**config.mk**
```make
export PLATFORM = sky130hd
export DESIGN_NAME = o_serializer
export DESIGN_NICKNAME = d
export VERILOG_FILES = /design/src/rtl/o_serializer_pkg.sv /design/src/rtl/o_serializer_lane.sv /design/src/rtl/o_serializer.sv
export SDC_FILE = /design/constraint.sdc
export NUM_CORES = 1
export LEC_CHECK = 0
export CAP_MARGIN = 5
export CORE_UTILIZATION = 40
export DETAILED_ROUTE_END_ITERATION = 6
export PLACE_DENSITY = 0.75
export SYNTH_ARGS = -nofsm -noshare
export SYNTH_HDL_FRONTEND = slang
export SYNTH_SLANG_ARGS = --single-unit
```
**constraint.sdc**
```tcl
create_clock -name C -period 1.75 [get_ports C]
set_clock_uncertainty 0.15 [all_clocks]
set_input_delay 0.175 -clock C [delete_from_list [all_inputs] [get_ports C]]
set_output_delay 0.175 -clock C [all_outputs]
set_load 0.05 [all_outputs]
```
**src/rtl/o_serializer_pkg.sv**
```systemverilog
// Shared types and helpers for the WIDTH:1 multi-channel output serializer.
package o_serializer_pkg;

  typedef enum logic {
    IDLE  = 1'b0,
    SHIFT = 1'b1
  } state_t;

  localparam int WIDTH_MIN  = 2;
  localparam int WIDTH_MAX  = 16;
  localparam int NUM_CH_MIN = 1;
  localparam int NUM_CH_MAX = 8;

  function automatic int cnt_w(input int width);
    return $clog2(width);
  endfunction

endpackage

```
**src/rtl/o_serializer_lane.sv**
```systemverilog
// One serializer channel: shift register plus registered output bit, steered by the shared FSM.
module o_serializer_lane
  import o_serializer_pkg::*;
#(
  parameter int   WIDTH     = 8,
  parameter int   MSB_FIRST = 0,
  parameter logic IDLE_VAL  = 1'b0
) (
  input  logic             clk,
  input  logic             srst,
  input  logic             load,
  input  logic             shift,
  input  logic             idle,
  input  logic [WIDTH-1:0] word,
  output logic             q
);

  logic [WIDTH-1:0] shift_reg;
  logic             q_reg;
  logic             first_bit;
  logic             next_bit;
  logic [WIDTH-1:0] load_rest;
  logic [WIDTH-1:0] shift_rest;

  // The shifter holds only the bits not yet on q, already aligned to the send edge.
  generate
    if (MSB_FIRST != 0) begin : g_msb
      assign first_bit  = word[WIDTH-1];
      assign load_rest  = {word[WIDTH-2:0], 1'b0};
      assign next_bit   = shift_reg[WIDTH-1];
      assign shift_rest = {shift_reg[WIDTH-2:0], 1'b0};
    end else begin : g_lsb
      assign first_bit  = word[0];
      assign load_rest  = {1'b0, word[WIDTH-1:1]};
      assign next_bit   = shift_reg[0];
      assign shift_rest = {1'b0, shift_reg[WIDTH-1:1]};
    end
  endgenerate

  always_ff @(posedge clk) begin
    if (srst) begin
      shift_reg <= '0;
      q_reg     <= IDLE_VAL;
    end else if (load) begin
      shift_reg <= load_rest;
      q_reg     <= first_bit;
    end else if (shift) begin
      shift_reg <= shift_rest;
      q_reg     <= next_bit;
    end else if (idle) begin
      shift_reg <= '0;
      q_reg     <= IDLE_VAL;
    end
  end

  assign q = q_reg;

endmodule

```
**src/rtl/o_serializer.sv**
```systemverilog
// WIDTH:1 lockstep output serializer with one-word holding register, pause, framing and underrun flag.
module o_serializer
  import o_serializer_pkg::*;
#(
  parameter int   WIDTH     = 8,
  parameter int   NUM_CH    = 1,
  parameter int   MSB_FIRST = 0,
  parameter logic IDLE_VAL  = 1'b0
) (
  input  logic                    C,
  input  logic                    R,
  input  logic                    E,
  input  logic [NUM_CH*WIDTH-1:0] D,
  input  logic                    D_VALID,
  output logic                    D_READY,
  output logic [NUM_CH-1:0]       Q,
  output logic                    Q_VALID,
  output logic                    FRAME,
  output logic                    UNDERRUN,
  input  logic                    UNDERRUN_CLR
);

  localparam int               CNT_W    = cnt_w(WIDTH);
  localparam logic [CNT_W-1:0] CNT_LAST = CNT_W'(WIDTH - 1);

  generate
    if (WIDTH < WIDTH_MIN || WIDTH > WIDTH_MAX ||
        NUM_CH < NUM_CH_MIN || NUM_CH > NUM_CH_MAX) begin : g_illegal_params
      $error("o_serializer: WIDTH or NUM_CH out of range");
    end
  endgenerate

  logic [NUM_CH*WIDTH-1:0] hold_reg;
  logic                    hold_full_reg;
  state_t                  state_reg, state_next;
  logic [CNT_W-1:0]        cnt_reg, cnt_next;
  logic                    q_valid_reg, q_valid_next;
  logic                    frame_reg, frame_next;
  logic                    underrun_reg, underrun_next;
  logic                    accept, transfer;
  logic                    load, shift, idle;

  assign D_READY  = !hold_full_reg && !R;
  assign accept   = D_VALID && D_READY;
  assign transfer = hold_full_reg && E && (state_reg == IDLE || cnt_reg == CNT_LAST);

  // accept needs an empty holder and transfer a full one, so they never coincide.
  always_ff @(posedge C) begin
    if (R) begin
      hold_reg      <= '0;
      hold_full_reg <= 1'b0;
    end else if (accept) begin
      hold_reg      <= D;
      hold_full_reg <= 1'b1;
    end else if (transfer) begin
      hold_full_reg <= 1'b0;
    end
  end

  always_comb begin
    state_next    = state_reg;
    cnt_next      = cnt_reg;
    q_valid_next  = q_valid_reg;
    frame_next    = frame_reg;
    underrun_next = underrun_reg && !UNDERRUN_CLR;
    load          = 1'b0;
    shift         = 1'b0;
    idle          = 1'b0;
    if (transfer) begin
      load         = 1'b1;
      state_next   = SHIFT;
      cnt_next     = '0;
      q_valid_next = 1'b1;
      frame_next   = 1'b1;
    end else if (state_reg == SHIFT && E) begin
      if (cnt_reg != CNT_LAST) begin
        shift      = 1'b1;
        cnt_next   = cnt_reg + CNT_W'(1);
        frame_next = 1'b0;
      end else begin
        idle          = 1'b1;
        state_next    = IDLE;
        q_valid_next  = 1'b0;
        frame_next    = 1'b0;
        underrun_next = 1'b1;
      end
    end
  end

  always_ff @(posedge C) begin
    if (R) begin
      state_reg    <= IDLE;
      cnt_reg      <= '0;
      q_valid_reg  <= 1'b0;
      frame_reg    <= 1'b0;
      underrun_reg <= 1'b0;
    end else begin
      state_reg    <= state_next;
      cnt_reg      <= cnt_next;
      q_valid_reg  <= q_valid_next;
      frame_reg    <= frame_next;
      underrun_reg <= underrun_next;
    end
  end

  generate
    for (genvar gi = 0; gi < NUM_CH; gi++) begin : g_lane
      o_serializer_lane #(
        .WIDTH    (WIDTH),
        .MSB_FIRST(MSB_FIRST),
        .IDLE_VAL (IDLE_VAL)
      ) u_lane (
        .clk  (C),
        .srst (R),
        .load (load),
        .shift(shift),
        .idle (idle),
        .word (hold_reg[gi*WIDTH +: WIDTH]),
        .q    (Q[gi])
      );
    end
  endgenerate

  assign Q_VALID  = q_valid_reg;
  assign FRAME    = frame_reg;
  assign UNDERRUN = underrun_reg;

endmodule
```
Fig. 1: signal wires by layer
Two of the layers only.
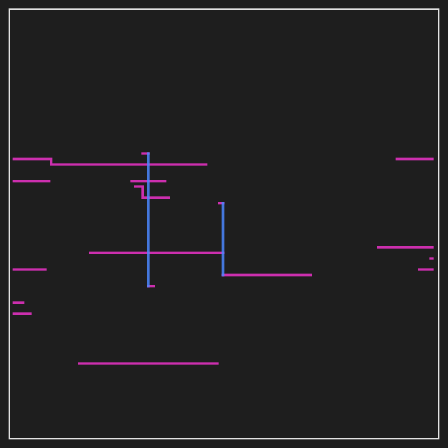
Key: met3 = magenta [wire length 104 µm]; met4 = blue [wire length 25.2 µm]

Fig. 2: the metal 1 layer
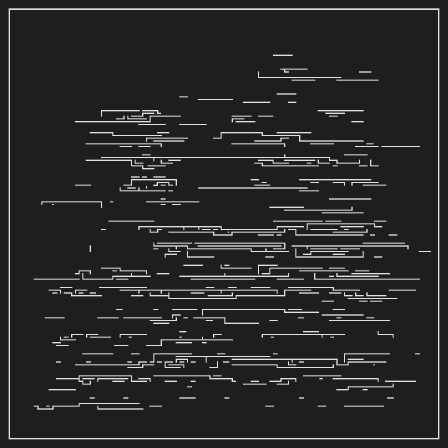
The longest straight run is 28.1 µm. The layer carries 1050 µm of wire. 145 nets have wire on it. The wires run mostly horizontal.

==> flow_summary.toml <==
# physical design summary
[cells_and_area]
buffers = 26
comb_share_pct = 40.0
antennaDiodeCount = 0
final_area_mm2 = 0.00134
num-multi-input-gates = 86
n_fill_cell = 222
clkbuf_count = 4
largest_reg_flops = 8
dominant-cell-class = "logic gates"

[critical_path]
crit_cells = 7
cp.required_ns = 1.84
ff2ff_setup_slack_ns = 0.09
cp-start-kind = "register"
cp_max_fo = 5
crit_buf_inv = 2
rr_worst_depth = 7
critPathKind = "register to register"
cp_cell_sequence = "ha_4, ha_4, and3b_2, buf_6, buf_4, xnor2_1, nor3_1"

[route]
drcViolationCount = 0
via_per_inst = 5.26
met1_length_um = 1050
routed_wl_um = 2280
vias = 926

[logic_synthesis]
syn_area_per_cell_um2 = 8.15
muxShareOfSynthArea_pct = 1.95
yosys.area_share.aoi_pct = 20.7
ys_ff = 23
yosys.area.top_type = "dfxtp_1"
ys_area_mm2 = 0.00103
most_common_cell = "dfxtp_1"
synth_seq_share_pct = 44.8
synth-simple-area-share_pct = 20.8

[clock_tree]
cts_root_buf = "clkbuf_4"
cts_inserted_buffers = 3
cts_num_sinks = 23
path_clk_slew_ns = 0.12
postCtsHoldBufs = 0
postCtsSetupRepairBufs = 2
insertion_delay_ns = 0.31

[global_routing]
grt_pass1_vias = 878
grt-ovfl-total = 0
met3_usage_pct = 6.38
grt-busiest-layer = "met2"
grt_usage_pct = 18.1
grt_antenna_before_repair = 0

[placed_design]
gp_congestion = 0.787
port_buffers = 17
dpl-instance-area_mm2 = 0.00124

[pwr]
power_density_mw_per_mm2 = 767
power-top-group = "registers"
finalPower_uw = 1030
internal_power_uw = 743
switchingPower_uw = 284
p_comb_share_pct = 20.2
p_seq_uw = 578

[final_timing]
final_max_slew_viol_count = 0
hold_ws_ns = 0.243
hold_violations = 0
setup_ws_ns = 0.0860

[job]
warning_count = 27

[floorplanning]
die_h_um = 52.7
nWellTaps = 28
fp-utilization_pct = 44.3

[outcome]
status = "completed"
Fig. 3: met2 routing
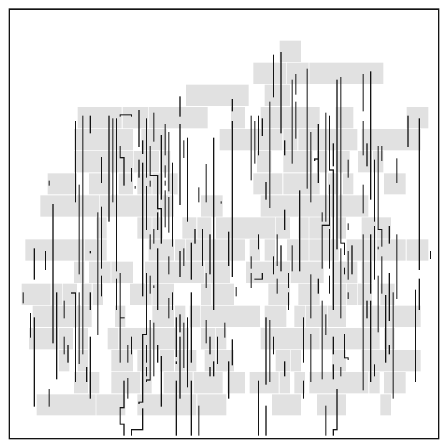
The longest straight run is 29.2 µm. The layer holds 49% of the routed length. The layer carries 1110 µm of wire. 138 nets have wire on it. The wires run mostly vertical.

Fig. 4: cells by drive strength
The bar under the picture is 20 µm long.
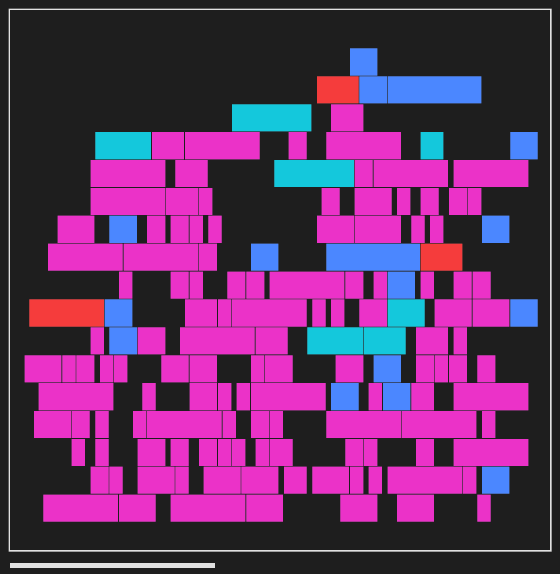
Key: drive 3 to 4 = blue [cells 16]; drive 2 = cyan [cells 7]; drive 6 and up = red [cells 3]; drive 1 or less = magenta [cells 122]

Power figures rest on the tool's default switching activity, not on a simulated workload.
